### Floorplan with the power grid, run 1

The bar under the picture is 50 um long. Pins as bars on the die edge. Tap cells in gray.
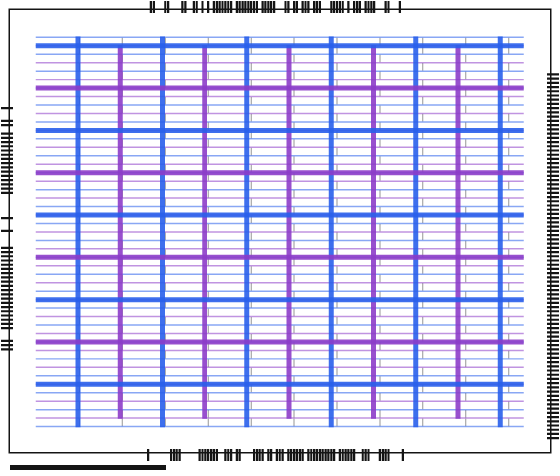
### Cell classes on the final placement, run 1

The bar under the picture is 50 um long.
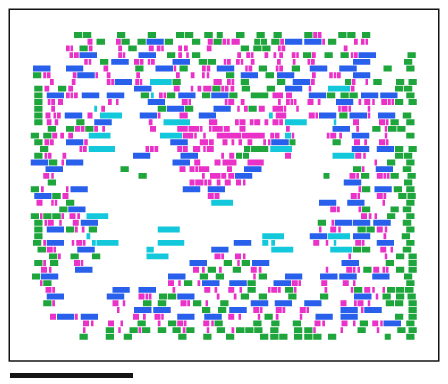
### Routed clock nets over the placement, run 1

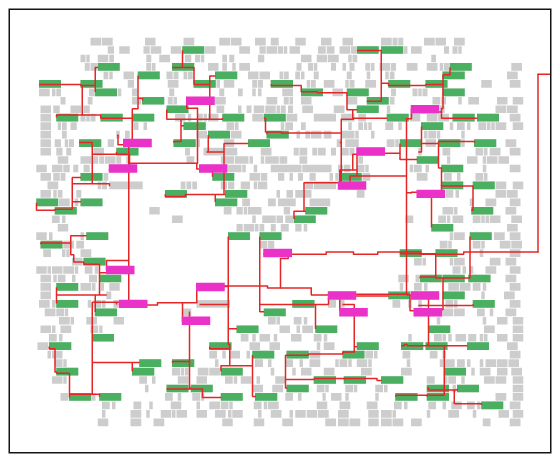
## config.mk

```make
export PLATFORM = sky130hd
export DESIGN_NAME = lsu_bus_master_flat
export DESIGN_NICKNAME = d
export VERILOG_FILES = /design/src/rtl/lsu_bus_master_if.sv /design/src/rtl/lsu_bus_master.sv /design/src/flat_wrapper.sv
export SDC_FILE = /design/constraint.sdc
export NUM_CORES = 1
export LEC_CHECK = 0
export CAP_MARGIN = 30
export CORE_ASPECT_RATIO = 0.8
export CORE_MARGIN = 8
export CORE_UTILIZATION = 25
export CTS_BUF_LIST = sky130_fd_sc_hd__clkbuf_16
export DETAILED_ROUTE_END_ITERATION = 16
export HOLD_SLACK_MARGIN = 0.08
export PLACE_DENSITY = 0.53
export SYNTH_ARGS = -nofsm -noshare
export SYNTH_HDL_FRONTEND = slang
export SYNTH_SLANG_ARGS = --single-unit
```

## constraint.sdc

```tcl
create_clock -name clk -period 4.2 [get_ports clk]
set_clock_uncertainty 0.2 [all_clocks]
set_input_delay 1.26 -clock clk [delete_from_list [all_inputs] [get_ports clk]]
set_output_delay 1.26 -clock clk [all_outputs]
set_load 0.03 [all_outputs]
```

## src/rtl/lsu_bus_master_if.sv

```systemverilog
// Request, response and data-bus controller signals of the load/store unit.
// The master modport is the LSU's view; slave is the CPU/controller side.
interface lsu_bus_master_if;
   logic        req_valid;
   logic        req_ready;
   logic        req_we;
   logic [2:0]  req_funct3;
   logic [31:0] req_addr;
   logic [31:0] req_wdata;
   logic        resp_valid;
   logic        resp_ready;
   logic [31:0] resp_rdata;
   logic [1:0]  resp_err;
   logic        bus_rd;
   logic        bus_wd;
   logic [1:0]  bus_size;
   logic [31:0] bus_addr_in;
   logic [31:0] bus_addr_out;
   logic [31:0] bus_data_in;
   logic [31:0] bus_data_out;
   logic        bus_ready;
   logic        bus_busy;

   modport master (
      input  req_valid, req_we, req_funct3, req_addr, req_wdata, resp_ready,
             bus_data_out, bus_ready, bus_busy,
      output req_ready, resp_valid, resp_rdata, resp_err,
             bus_rd, bus_wd, bus_size, bus_addr_in, bus_addr_out, bus_data_in
   );

   modport slave (
      output req_valid, req_we, req_funct3, req_addr, req_wdata, resp_ready,
             bus_data_out, bus_ready, bus_busy,
      input  req_ready, resp_valid, resp_rdata, resp_err,
             bus_rd, bus_wd, bus_size, bus_addr_in, bus_addr_out, bus_data_in
   );
endinterface

```

## src/rtl/lsu_bus_master.sv

```systemverilog
// RV32I load/store unit: one request at a time, decode/align check, single-cycle
// bus strobe with timeout, extended load data returned over a valid/ready response.
module lsu_bus_master #(
   parameter int unsigned TIMEOUT = 16,
   parameter int unsigned CNT_W   = 5
) (
   input logic              clk,
   input logic              rst,
   lsu_bus_master_if.master lsu
);
   localparam logic [1:0] ERR_OK       = 2'd0;
   localparam logic [1:0] ERR_MISALIGN = 2'd1;
   localparam logic [1:0] ERR_ILLEGAL  = 2'd2;
   localparam logic [1:0] ERR_TIMEOUT  = 2'd3;

   typedef enum logic [1:0] {IDLE, ISSUE, RESP} state_t;

   state_t            state;
   logic              we;
   logic [2:0]        funct3;
   logic [CNT_W-1:0]  cnt;

   logic              bus_free_c;
   logic              strobe_c;
   logic              req_illegal_c;
   logic              req_misalign_c;
   logic [31:0]       load_ext_c;

   // Strobe is combinational so the transfer happens in the first free cycle;
   // gated by rst so an abandoned transaction never reaches the controller.
   assign bus_free_c = lsu.bus_ready && !lsu.bus_busy;
   assign strobe_c   = rst && (state == ISSUE) && bus_free_c;
   assign lsu.bus_rd = strobe_c && !we;
   assign lsu.bus_wd = strobe_c && we;

   always_comb begin
      req_illegal_c  = 1'b1;
      req_misalign_c = 1'b0;
      case (lsu.req_funct3)
         3'b000, 3'b001, 3'b010: req_illegal_c = 1'b0;
         3'b100, 3'b101:         req_illegal_c = lsu.req_we;
         default:                req_illegal_c = 1'b1;
      endcase
      case (lsu.req_funct3[1:0])
         2'b01:   req_misalign_c = lsu.req_addr[0];
         2'b10:   req_misalign_c = (lsu.req_addr[1:0] != 2'b00);
         default: req_misalign_c = 1'b0;
      endcase
   end

   always_comb begin
      load_ext_c = lsu.bus_data_out;
      case (funct3)
         3'b000:  load_ext_c = {{24{lsu.bus_data_out[7]}},  lsu.bus_data_out[7:0]};
         3'b100:  load_ext_c = {24'd0,                      lsu.bus_data_out[7:0]};
         3'b001:  load_ext_c = {{16{lsu.bus_data_out[15]}}, lsu.bus_data_out[15:0]};
         3'b101:  load_ext_c = {16'd0,                      lsu.bus_data_out[15:0]};
         default: load_ext_c = lsu.bus_data_out;
      endcase
   end

   always_ff @(posedge clk) begin
      if (!rst) begin
         state            <= IDLE;
         we               <= 1'b0;
         funct3           <= 3'd0;
         cnt              <= '0;
         lsu.req_ready    <= 1'b1;
         lsu.resp_valid   <= 1'b0;
         lsu.resp_rdata   <= 32'd0;
         lsu.resp_err     <= ERR_OK;
         lsu.bus_size     <= 2'd0;
         lsu.bus_addr_in  <= 32'd0;
         lsu.bus_addr_out <= 32'd0;
         lsu.bus_data_in  <= 32'd0;
      end else begin
         case (state)
            IDLE: begin
               if (lsu.req_valid) begin
                  we            <= lsu.req_we;
                  funct3        <= lsu.req_funct3;
                  lsu.req_ready <= 1'b0;
                  if (req_illegal_c || req_misalign_c) begin
                     state          <= RESP;
                     lsu.resp_valid <= 1'b1;
                     lsu.resp_rdata <= 32'd0;
                     lsu.resp_err   <= req_illegal_c ? ERR_ILLEGAL : ERR_MISALIGN;
                  end else begin
                     state            <= ISSUE;
                     cnt              <= '0;
                     lsu.bus_size     <= lsu.req_funct3[1:0];
                     lsu.bus_addr_in  <= lsu.req_addr;
                     lsu.bus_addr_out <= lsu.req_addr;
                     lsu.bus_data_in  <= lsu.req_wdata;
                  end
               end
            end
            ISSUE: begin
               if (bus_free_c) begin
                  state          <= RESP;
                  lsu.resp_valid <= 1'b1;
                  lsu.resp_err   <= ERR_OK;
                  lsu.resp_rdata <= we ? 32'd0 : load_ext_c;
               end else if (cnt == CNT_W'(TIMEOUT - 1)) begin
                  state          <= RESP;
                  lsu.resp_valid <= 1'b1;
                  lsu.resp_err   <= ERR_TIMEOUT;
                  lsu.resp_rdata <= 32'd0;
               end else begin
                  cnt <= cnt + CNT_W'(1);
               end
            end
            RESP: begin
               if (lsu.resp_ready) begin
                  state          <= IDLE;
                  lsu.resp_valid <= 1'b0;
                  lsu.resp_rdata <= 32'd0;
                  lsu.resp_err   <= ERR_OK;
                  lsu.req_ready  <= 1'b1;
               end
            end
            default: state <= IDLE;
         endcase
      end
   end
endmodule

```

## src/flat_wrapper.sv

```systemverilog
// flat-port wrapper written by rule: the top's interface ports become plain ports
module lsu_bus_master_flat 
#(
   parameter int unsigned TIMEOUT = 16,
   parameter int unsigned CNT_W   = 5
)
  (clk, rst, lsu_req_valid, lsu_req_we, lsu_req_funct3, lsu_req_addr, lsu_req_wdata, lsu_resp_ready, lsu_bus_data_out, lsu_bus_ready, lsu_bus_busy, lsu_req_ready, lsu_resp_valid, lsu_resp_rdata, lsu_resp_err, lsu_bus_rd, lsu_bus_wd, lsu_bus_size, lsu_bus_addr_in, lsu_bus_addr_out, lsu_bus_data_in);
  lsu_bus_master_if lsu_i ();
  input logic clk;
  input logic rst;
  input wire logic [$bits(lsu_i.req_valid)-1:0] lsu_req_valid;
  input wire logic [$bits(lsu_i.req_we)-1:0] lsu_req_we;
  input wire logic [$bits(lsu_i.req_funct3)-1:0] lsu_req_funct3;
  input wire logic [$bits(lsu_i.req_addr)-1:0] lsu_req_addr;
  input wire logic [$bits(lsu_i.req_wdata)-1:0] lsu_req_wdata;
  input wire logic [$bits(lsu_i.resp_ready)-1:0] lsu_resp_ready;
  input wire logic [$bits(lsu_i.bus_data_out)-1:0] lsu_bus_data_out;
  input wire logic [$bits(lsu_i.bus_ready)-1:0] lsu_bus_ready;
  input wire logic [$bits(lsu_i.bus_busy)-1:0] lsu_bus_busy;
  output wire logic [$bits(lsu_i.req_ready)-1:0] lsu_req_ready;
  output wire logic [$bits(lsu_i.resp_valid)-1:0] lsu_resp_valid;
  output wire logic [$bits(lsu_i.resp_rdata)-1:0] lsu_resp_rdata;
  output wire logic [$bits(lsu_i.resp_err)-1:0] lsu_resp_err;
  output wire logic [$bits(lsu_i.bus_rd)-1:0] lsu_bus_rd;
  output wire logic [$bits(lsu_i.bus_wd)-1:0] lsu_bus_wd;
  output wire logic [$bits(lsu_i.bus_size)-1:0] lsu_bus_size;
  output wire logic [$bits(lsu_i.bus_addr_in)-1:0] lsu_bus_addr_in;
  output wire logic [$bits(lsu_i.bus_addr_out)-1:0] lsu_bus_addr_out;
  output wire logic [$bits(lsu_i.bus_data_in)-1:0] lsu_bus_data_in;
  assign lsu_i.req_valid = lsu_req_valid;
  assign lsu_i.req_we = lsu_req_we;
  assign lsu_i.req_funct3 = lsu_req_funct3;
  assign lsu_i.req_addr = lsu_req_addr;
  assign lsu_i.req_wdata = lsu_req_wdata;
  assign lsu_i.resp_ready = lsu_resp_ready;
  assign lsu_i.bus_data_out = lsu_bus_data_out;
  assign lsu_i.bus_ready = lsu_bus_ready;
  assign lsu_i.bus_busy = lsu_bus_busy;
  assign lsu_req_ready = lsu_i.req_ready;
  assign lsu_resp_valid = lsu_i.resp_valid;
  assign lsu_resp_rdata = lsu_i.resp_rdata;
  assign lsu_resp_err = lsu_i.resp_err;
  assign lsu_bus_rd = lsu_i.bus_rd;
  assign lsu_bus_wd = lsu_i.bus_wd;
  assign lsu_bus_size = lsu_i.bus_size;
  assign lsu_bus_addr_in = lsu_i.bus_addr_in;
  assign lsu_bus_addr_out = lsu_i.bus_addr_out;
  assign lsu_bus_data_in = lsu_i.bus_data_in;
  lsu_bus_master #(.TIMEOUT(TIMEOUT), .CNT_W(CNT_W)) u_core (.clk(clk), .rst(rst), .lsu(lsu_i));
endmodule
```

==> flow_summary.toml, run 1 <==
# flow metrics
[final_timing]
slew_viol_final = 0
rsz0062_at_grt = "no"
setup_slack_ps = 390.7
max_slew.worst_pin.slew_ps = 954.5
relSlewSlack_pct = 36.37
hold_slack_ps = 244.9
fin_setup_tns_ps = 0
fmaxAchievable_mhz = 262.5
min_period_ps = 3809
hold_viol = 0
setup_viol = 0
fin_crit_sh_pct = 90.70

[cts]
cts_buffer_depth = 2
postCtsSetupRepairBufs = 0
ctsHtreeMaxLevel = 4
cts-root-buf = "clkbuf_16"
clkLatencyLatePin_ps = 410
hold_buffers = 0
clkTransAtPathRegs_ps = 50
cts_resized = 0
cts.sinks = 113
numCtsBuffers = 17
cts_tree = "yes"

[logic_synthesis]
synth.logic.top_family = "simple AND/OR/NAND/NOR gates"
syn_area_per_cell_um2 = 8.154
floorplan.nets = 724
synth_area_um2 = 4966
yosysSeqAreaShare_pct = 45.55
numSynthFlops = 113
syn_inst = 609
yosys_area_um2 = 4966
ys_sh_xor_pct = 0
ys_types = 41
mux_share_pct = 0.4031
largest_area_cell = "dfxtp_1"
ys_sh_simple_pct = 23.26
yosys.area.top_type_share_pct = 45.55
synthAoiAreaFrac_pct = 19.25
topCellsByArea = "dfxtp_1 46%, nand2_1 14%, a21boi_0 6.0%"
adder_share_pct = 2.268
yosys_cells = 609
yosysWarnings = 0

[worst_setup_path]
endpoint = "lsu_bus_rd"
timing.rr.start = "u_core.state[0]$_SDFFE_PN0P_"
rr_endpoint = "u_core.lsu.resp_rdata[26]$_SDFFE_PN0P_"
path_delay_family = "buffers and inverters"
crit_start = "lsu_bus_busy"
cp-start-kind = "input port"
worstSetupPathType = "input port to primary output"
r2r_cells = 8
critPathMaxStageDelay_ps = 410
cp.depth = 4
cp_data_required_time_ps = 2740
critPathMaxFanout = 5
endpoint_kind = "primary output"
cpMaxStageDelayCell = "clkdlybuf4s50_1"
critical_path_buf_inv_count = 2
reg2reg_slack_ps = 1580
arrival_ps = 2350
crit_chain = "clkdlybuf4s50_1, nand2b_1, nor3_2, buf_4"

[global_routing]
antenna_found_initial = 1
use_met1_pct = 17.39
grt_usage_pct = 13.09
use_met3_pct = 5.701
grt_pass1_wl_mm = 25.74
grt.met2_usage_pct = 18.54
grt_max_degree = 96
overflow = 0
grt.busiest_layer = "met2"
grt_pass1_vias = 4465

[placement]
gp_congestion = 0.7195
pre_cts_slack_ps = 352.6
dp_cells = 1048
hpwl_mm = 11.66
port_buffers = 241
place_area_um2 = 7381

[power]
power_leakage_uw = 0.002781
switching_share_pct = 28.03
top_power_group = "clock"
pwr-share-clk_pct = 43.7
p_clk_uw = 1410
p_sw_uw = 906.7
power.density_nw_per_um2 = 406.6
ir_drop_mv = 0.1919
power_frac_seq_pct = 35.8
combPwrFrac_pct = 20.5
powerComb_uw = 664
p_seq_uw = 1160
internal_power_uw = 2327
p_total_uw = 3234

[die]
num_rows = 46
fp_util_pct = 25.30
die-area_um2 = 24660
die_width_um = 173.6
boundaryPins = 242
die_h_um = 142.1
core_area_um2 = 19630

[job]
drv_cap = 0
tool_warnings = 31

[final_layout]
final_area_um2 = 7955
top_regs = "u_core.lsu.bus_addr_in x32, u_core.lsu.bus_data_in x32, u_core.lsu.resp_rdata x32"
area_delta_synth_final_pct = 60.19
final_cells = 1079
fin_nets = 918
antenna_cells = 0
utilization_pct = 40.53
layout-drive-gt1-share_pct = 5.644

[detailed_routing]
drc_errors = 0
first_pass_iters = 4
drt_iter0_drc = 268
wire_per_inst_um = 15.18
antenna_left = 0
totalWireLength_mm = 16.38
via_count = 4580
viasPerCell = 4.245

[hold_path]
hold_path_class = "register to register"
min_to = "u_core.lsu.resp_rdata[13]$_SDFFE_PN0P_"
holdCritStartpoint = "u_core.lsu.resp_rdata[13]$_SDFFE_PN0P_"
worstHoldPathCells = 2

[status]
outcome = "complete, no violations"
Back to the opening pictures, 'Floorplan with the power grid':
- blue: VSS
- purple: VDD
- met5 straps: 9
- met4 straps: 11
- rows: 46
- signal pins: 242

Back to the opening pictures, 'Cell classes on the final placement':
- green: remaining buffers and delay cells (cells 250)
- magenta: combinational and other logic (cells 421)
- cyan: clock drivers and dummy loads (cells 31)
- blue: sequential cells (cells 113)

Back to the opening pictures, 'Routed clock nets over the placement':
- magenta: clock drivers (count 17)
- red: clock wires (length 1,800 um)
- green: flip-flops (count 113)
- routed clock nets: 18
- flops lie: all over the die

[run 1: final cells by class]
| cell class | instances | area (um2) |
|---|---|---|
| multi-input cells | 413 | 2261 |
| fillers | 2038 | 11670 |
| inverters | 8 | 30.03 |
| clock buffers | 17 | 425.4 |
| repair buffers | 250 | 2497 |
| clock inverters | 14 | 148.9 |
| flip-flops and latches | 113 | 2262 |
| well taps | 264 | 330.3 |
[run 1: layout by cell type (no fill, tap or decap), drive strengths merged, types with 2 or more instances in the layout]
cell type,netlist,final
o21a,2,2
nand2,185,185
buf,53,12
clkdlybuf4s50,0,238
nor3,3,3
clkinvlp,0,2
o211ai,3,3
a21boi,73,73
nor2b,4,4
dfxtp,113,113
nand2b,22,22
nand3,40,40
clkbuf,22,17
bufinv,0,3
nor2,3,3
clkinv,0,8
inv,8,9
mux2i,2,2
nand3b,3,3
a21oi,5,5
o21ai,42,42
ha,9,9
o211a,2,2
[run 1: routing by layer]
layer / part of all wire, % / vias up / wire [um]
li1: - / 2373 / -
met1: 49 / 2036 / 8086
met2: 41 / 152 / 6738
met3: 8.3 / 17 / 1356
met4: 1.2 / 2 / 194
met5: 0.055 / - / 9
[run 1: Yosys cell counts, drive strengths merged]
master,number
o22ai,1
a21oi,5
nand3b,3
ha,9
nor3b,1
nor2,3
nand4,1
and2,1
nor2b,4
clkbuf,22
o311a,1
a311oi,1
a32oi,1
a21o,1
and3,1
a21boi,73
o21ai,42
nand2b,22
o21a,2
buf,53
o211a,2
dfxtp,113
nor3,3
or4b,1
a22oi,1
o21bai,1
o211ai,3
nand3,40
o311ai,1
inv,8
o32ai,1
mux2i,2
nand2,185
a2111oi,1
==> inputs of run 2 (changes only) <==
clock period = 3.6 ns   (was 4.2 ns; I/O delays follow)
==> run 2 against run 1 <==
Via count grew 1.3%. Global-route usage grew 0.39 points. Register-to-register slack lost 550 ps. Synthesized area is the same. Combinational power grew 23%. Critical path depth is the same. Sequential share of layout area shrank 0.65 points. Clock-buffer cell count is the same. Non-clock buffer count grew 9. Critical path type unchanged. Largest cell class unchanged.
==> flow_summary.toml, run 2 <==
# flow metrics
[status]
outcome = "complete, no violations"

[logic_synthesis]
yosysSeqAreaShare_pct = 45.55
synth_area_um2 = 4966
mux_share_pct = 0.4031
syn_inst = 609
flop_cell = "dfxtp_1"
synthArstFlopShare_pct = 0
ys_sh_simple_pct = 23.26
ys_types = 41
synthAoiAreaFrac_pct = 19.25
yosysWarnings = 0
largest_area_cell = "dfxtp_1"
top_cells_by_count = "184 x nand2_1, 113 x dfxtp_1, 40 x a21boi_0, 40 x nand3_1, 34 x buf_4"
edf_count = 0
numSynthFlops = 113
syn_area_per_cell_um2 = 8.154
ys_sh_xor_pct = 0
floorplan.nets = 724
topCellsByArea = "dfxtp_1 46%, nand2_1 14%, a21boi_0 6.0%"

[placement]
gp_congestion = 0.7368
port_buffers = 241
dp_cells = 1057
pre_cts_slack_ps = 23.90

[detailed_routing]
totalWireLength_mm = 16.50
highest_layer = "met5"
via_count = 4640
wire_per_inst_um = 15.15
met3_length_mm = 1.405
drt_iter0_drc = 253
viasPerCell = 4.261
antenna_left = 0

[final_layout]
layout-drive-gt1-share_pct = 7.030
final_area_um2 = 8140
final_cells = 1089
antenna_cells = 0
top_regs = "u_core.lsu.bus_addr_in x32, u_core.lsu.bus_data_in x32, u_core.lsu.resp_rdata x32"
final_cell_mix = "238 x clkdlybuf4s50_1, 184 x nand2_1, 113 x dfxtp_1, 40 x nand3_1, 40 x a21boi_0"
layout_top_cell = "clkdlybuf4s50_1"

[die]
fp_util_pct = 25.30
die-area_um2 = 24660
boundaryPins = 242
die_h_um = 142.1
num_rows = 46

[cts]
cts_resized = 0
cts_tree = "yes"
clkLatencyLatePin_ps = 410
hold_buffers = 0
numCtsBuffers = 17
clkTransAtPathRegs_ps = 50
postCtsSetupRepairBufs = 0
ctsHtreeMaxLevel = 4

[job]
tool_warnings = 31

[worst_setup_path]
path_delay_family = "buffers and inverters"
arrival_ps = 2090
cpMaxStageDelayCell = "clkdlybuf4s50_1"
worstSetupPathType = "input port to primary output"
critical_path_buf_inv_count = 2
cp-start-kind = "input port"
critPathMaxStageDelay_ps = 410
crit_start = "lsu_bus_busy"
critPathMaxFanout = 3
cp_data_required_time_ps = 2320

[global_routing]
overflow = 0
grt_pass1_vias = 4622
grt.met2_usage_pct = 19.01
use_met1_pct = 17.82
grt.busiest_layer = "met2"
grt_max_degree = 66
use_met3_pct = 5.861
grt_usage_pct = 13.48

[final_timing]
setup_viol = 0
fin_setup_tns_ps = 0
hold_viol = 0
max_slew.worst_pin.slew_ps = 666.7
relSlewSlack_pct = 55.55
slew_viol_final = 0
rsz0062_at_grt = "no"
setup_slack_ps = 232.4

[power]
combPwrFrac_pct = 20.3
ir_drop_mv = 0.2712
internal_power_uw = 2907
p_sw_uw = 1103
power_frac_seq_pct = 33.7

[hold_path]
hold_path_class = "register to register"
[run 2: worst paths after layout]
check | slack, ps | cells after the start | endpoint
worst max-delay path | 230 | 4 | lsu_bus_rd
worst min-delay path | 250 | 2 | u_core.lsu.resp_rdata[25]$_SDFFE_PN0P_
worst max register to register | 1030 | 10 | u_core.lsu.resp_rdata[12]$_SDFFE_PN0P_
worst min register to register | 250 | 2 | u_core.lsu.resp_rdata[25]$_SDFFE_PN0P_
[run 2: cell families (layout without fill, tap and decap cells)]
group / count (synthesis) / count (layout)
fa+ha+maj: 9 / 9
flops: 113 / 113
buf+inv: 83 / 299
compound gates: 137 / 137
simple gates: 265 / 265
mux: 2 / 2
[run 2: stage by stage]
stage | hold WS [ps] | utilization [%] | power, uW
2_1_floorplan | 245.0 | - | 1828
3_3_place_gp | 236.4 | 38.21 | 2201
3_5_place_dp | 240.3 | 38.21 | 2202
4_1_cts | 250.2 | 41.48 | 4084
6_report | 248.9 | 41.48 | 4010
5_1_grt | 262.1 | 41.48 | 4211
[run 2: worst min-delay path, cell delays in order (launching register included)]
cell and delay (ps):
dfxtp_1 300, nand2_1 50, o21ai_1 50
[run 2: power by group through the flow]
stage / logic (uW) / clock network, uW / registers (uW)
after detailed placement: 824 / 0 / 1380
after CTS: 827 / 1910 / 1350
after floorplan: 357 / 0 / 1470
after global placement: 826 / 0 / 1380
final: 815 / 1850 / 1350
after global routing: 883 / 1970 / 1360
[run 2: final cells by class]
type | count | area, um2
fill | 2031 | 11490
timing repair buffer | 259 | 2615
sequential | 113 | 2262
multi-input combinational | 413 | 2261
clock buffer | 17 | 425.4
tap | 264 | 330.3
clock inverter | 15 | 216.5
inverter | 8 | 30.03
### Routed clock nets over the placement, run 2

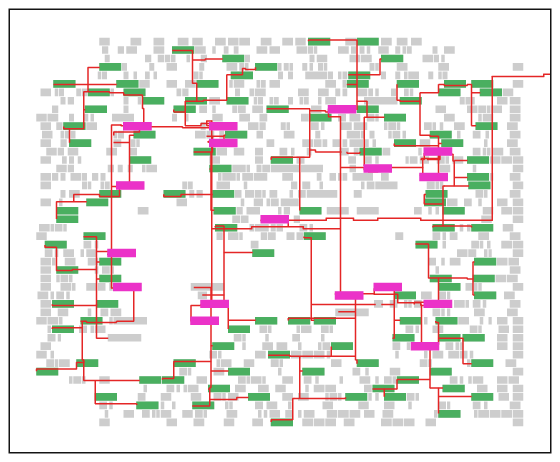
- magenta: clock drivers (count 17)
- green: flip-flops (count 113)
- red: clock wires (length 1,890 um)
- flops lie: all over the die
- routed clock nets: 18

==> inputs of run 3 (changes only) <==
ABC_AREA = 0   (was default)
REMOVE_ABC_BUFFERS = 1   (was default)
==> run 3 against run 2 <==
Clock-buffer cell count unchanged. Synthesized cell count unchanged. Combinational power decreased by 2.7%. Critical endpoint unchanged. Critical path depth increased by 1. Wire length increased by 3.7%. Largest cell class unchanged. Critical path type unchanged.
==> flow_summary.toml, run 3 <==
# flow metrics
[status]
outcome = "complete, no violations"

[detailed_routing]
via_count = 4619
wire_per_inst_um = 15.75
first_pass_iters = 4
drt_iter0_drc = 238
totalWireLength_mm = 17.11
antenna_left = 0
drc_errors = 0
viasPerCell = 4.253

[final_layout]
area_delta_synth_final_pct = 63.29
layout-drive-gt1-share_pct = 6.934
final_cell_mix = "238 x clkdlybuf4s50_1, 184 x nand2_1, 113 x dfxtp_1, 40 x nand3_1, 40 x a21boi_0"
final_area_um2 = 8109
fin_nets = 924
top_regs = "u_core.lsu.bus_addr_in x32, u_core.lsu.bus_data_in x32, u_core.lsu.resp_rdata x32"
final_cells = 1086
antenna_cells = 0
layout_top_cell = "clkdlybuf4s50_1"
utilization_pct = 41.32
nFillCells = 1979

[logic_synthesis]
numSynthFlops = 113
largest_area_cell = "dfxtp_1"
yosysWarnings = 0
synthArstFlopShare_pct = 0
synth_area_um2 = 4966
flop_cell = "dfxtp_1"
syn_area_per_cell_um2 = 8.154
yosys.area.top_type_share_pct = 45.55
edf_count = 0
most_common_cell = "nand2_1"
ys_types = 41
topCellsByArea = "dfxtp_1 46%, nand2_1 14%, a21boi_0 6.0%"
yosys_area_um2 = 4966
syn_inst = 609
top_cells_by_count = "184 x nand2_1, 113 x dfxtp_1, 40 x a21boi_0, 40 x nand3_1, 34 x buf_4"
yosys_cells = 609
yosysSeqAreaShare_pct = 45.55

[cts]
clkLatencyLatePin_ps = 410
cts_tree = "yes"
cts.sinks = 113
postCtsSetupRepairBufs = 0
cts_buffer_depth = 2
clkTransAtPathRegs_ps = 50
numCtsBuffers = 17
cts_resized = 0
hold_buffers = 0
cts-root-buf = "clkbuf_16"
ctsHtreeMaxLevel = 4

[global_routing]
grt_usage_pct = 13.52
overflow = 0
grt_max_degree = 60
grt_pass1_vias = 4482
antenna_found_initial = 0
grt_pass1_wl_mm = 26.34

[worst_setup_path]
critPathMaxStageDelay_ps = 410
arrival_ps = 2230
cpMostUsedCell = "buf_4"
worstSetupPathType = "input port to primary output"
path_delay_family = "buffers and inverters"
endpoint_kind = "primary output"
crit_chain = "clkdlybuf4s50_1, nand2b_2, nor3_2, buf_4, buf_4"
cp_data_required_time_ps = 2320
cp-start-kind = "input port"
cpMaxStageDelayCell = "clkdlybuf4s50_1"
critical_path_buf_inv_count = 3
critPathMaxFanout = 5

[placement]
port_buffers = 241
hpwl_mm = 12.40
dp_cells = 1054
gp_congestion = 0.7084
pre_cts_slack_ps = 26.89
place_area_um2 = 7463

[final_timing]
hold_slack_ps = 245.8
fmaxAchievable_mhz = 284.5
fin_setup_tns_ps = 0
slew_viol_final = 0
fin_crit_sh_pct = 97.64
hold_viol = 0
setup_viol = 0
rsz0062_at_grt = "no"
max_slew.worst_pin.slew_ps = 936.1
setup_slack_ps = 85.03
min_period_ps = 3515
relSlewSlack_pct = 37.51

[job]
drv_cap = 0
tool_warnings = 30

[power]
switching_share_pct = 27.43
power_leakage_uw = 0.002856
pwr-share-clk_pct = 46.1
p_seq_uw = 1360
top_power_group = "clock"
internal_power_uw = 2895
p_total_uw = 3989
p_sw_uw = 1094
power.density_nw_per_um2 = 491.9
powerComb_uw = 793
combPwrFrac_pct = 19.9
power_frac_seq_pct = 34.1
p_clk_uw = 1840
ir_drop_mv = 0.2273

[die]
die-area_um2 = 24660
die_width_um = 173.6
fp_util_pct = 25.30
num_rows = 46
boundaryPins = 242
core_area_um2 = 19630
die_h_um = 142.1

[hold_path]
hold_path_class = "register to register"
[run 3: logic make-up (layout without fill, tap and decap cells)]
group,count (synthesis),in the layout,share of synthesized area [%]
compound gates,137,137,19.25
fa+ha+maj,9,9,2.268
buf+inv,83,296,9.272
flops,113,113,45.55
mux,2,2,0.4031
simple gates,265,265,23.26
[run 3: per-layer routing]
metal | track usage (%) | part of all wire [%] | vias to the layer above
met3 | 4.004 | 5.0 | 10
met5 | 0 | 0 | -
li1 | - | - | 2390
met2 | 22.00 | 47 | 121
met4 | 4.311 | 0.85 | 0
met1 | 16.98 | 47 | 2098
[run 3: area by class of cell]
| cell class | count | area, um2 | area share (%) |
|---|---|---|---|
| Clock buffer | 17 | 425.4 | 5.246 |
| Timing Repair Buffer | 256 | 2580 | 31.82 |
| Clock inverter | 15 | 217.7 | 2.685 |
| Sequential cell | 113 | 2262 | 27.90 |
| Tap cell | 264 | 330.3 | 4.073 |
| Inverter | 8 | 30.03 | 0.3703 |
| Multi-Input combinational cell | 413 | 2263 | 27.91 |
[run 3: path summary, 6_finish.rpt]
check                                                             from  slack (ps)                                     end  cells after the start
worst min-delay path            u_core.lsu.resp_rdata[26]$_SDFFE_PN0P_         250  u_core.lsu.resp_rdata[26]$_SDFFE_PN0P_                      2
worst max register to register            u_core.state[1]$_SDFFE_PN0P_        1080  u_core.lsu.resp_rdata[12]$_SDFFE_PN0P_                      9
worst max-delay path                                      lsu_bus_busy          90                              lsu_bus_rd                      5
worst min register to register  u_core.lsu.resp_rdata[26]$_SDFFE_PN0P_         250  u_core.lsu.resp_rdata[26]$_SDFFE_PN0P_                      2
[run 3: worst min-delay path, stage by stage, from the launching register on]
cell     delay [ps]
dfxtp_1         310
nand2_1          50
o21ai_1          50
### Cell classes on the final placement, run 3

The bar under the picture is 50 um long.
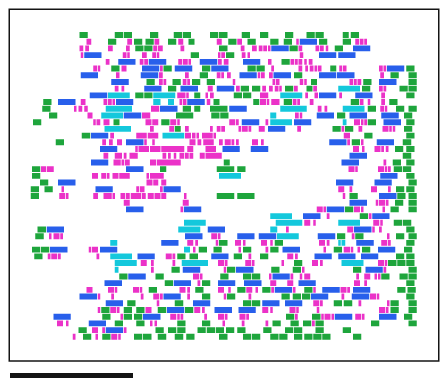
- green: remaining buffers and delay cells (cells 256)
- cyan: clock drivers and dummy loads (cells 32)
- magenta: combinational and other logic (cells 421)
- blue: sequential cells (cells 113)

Power is estimated from default activity; no workload was simulated.
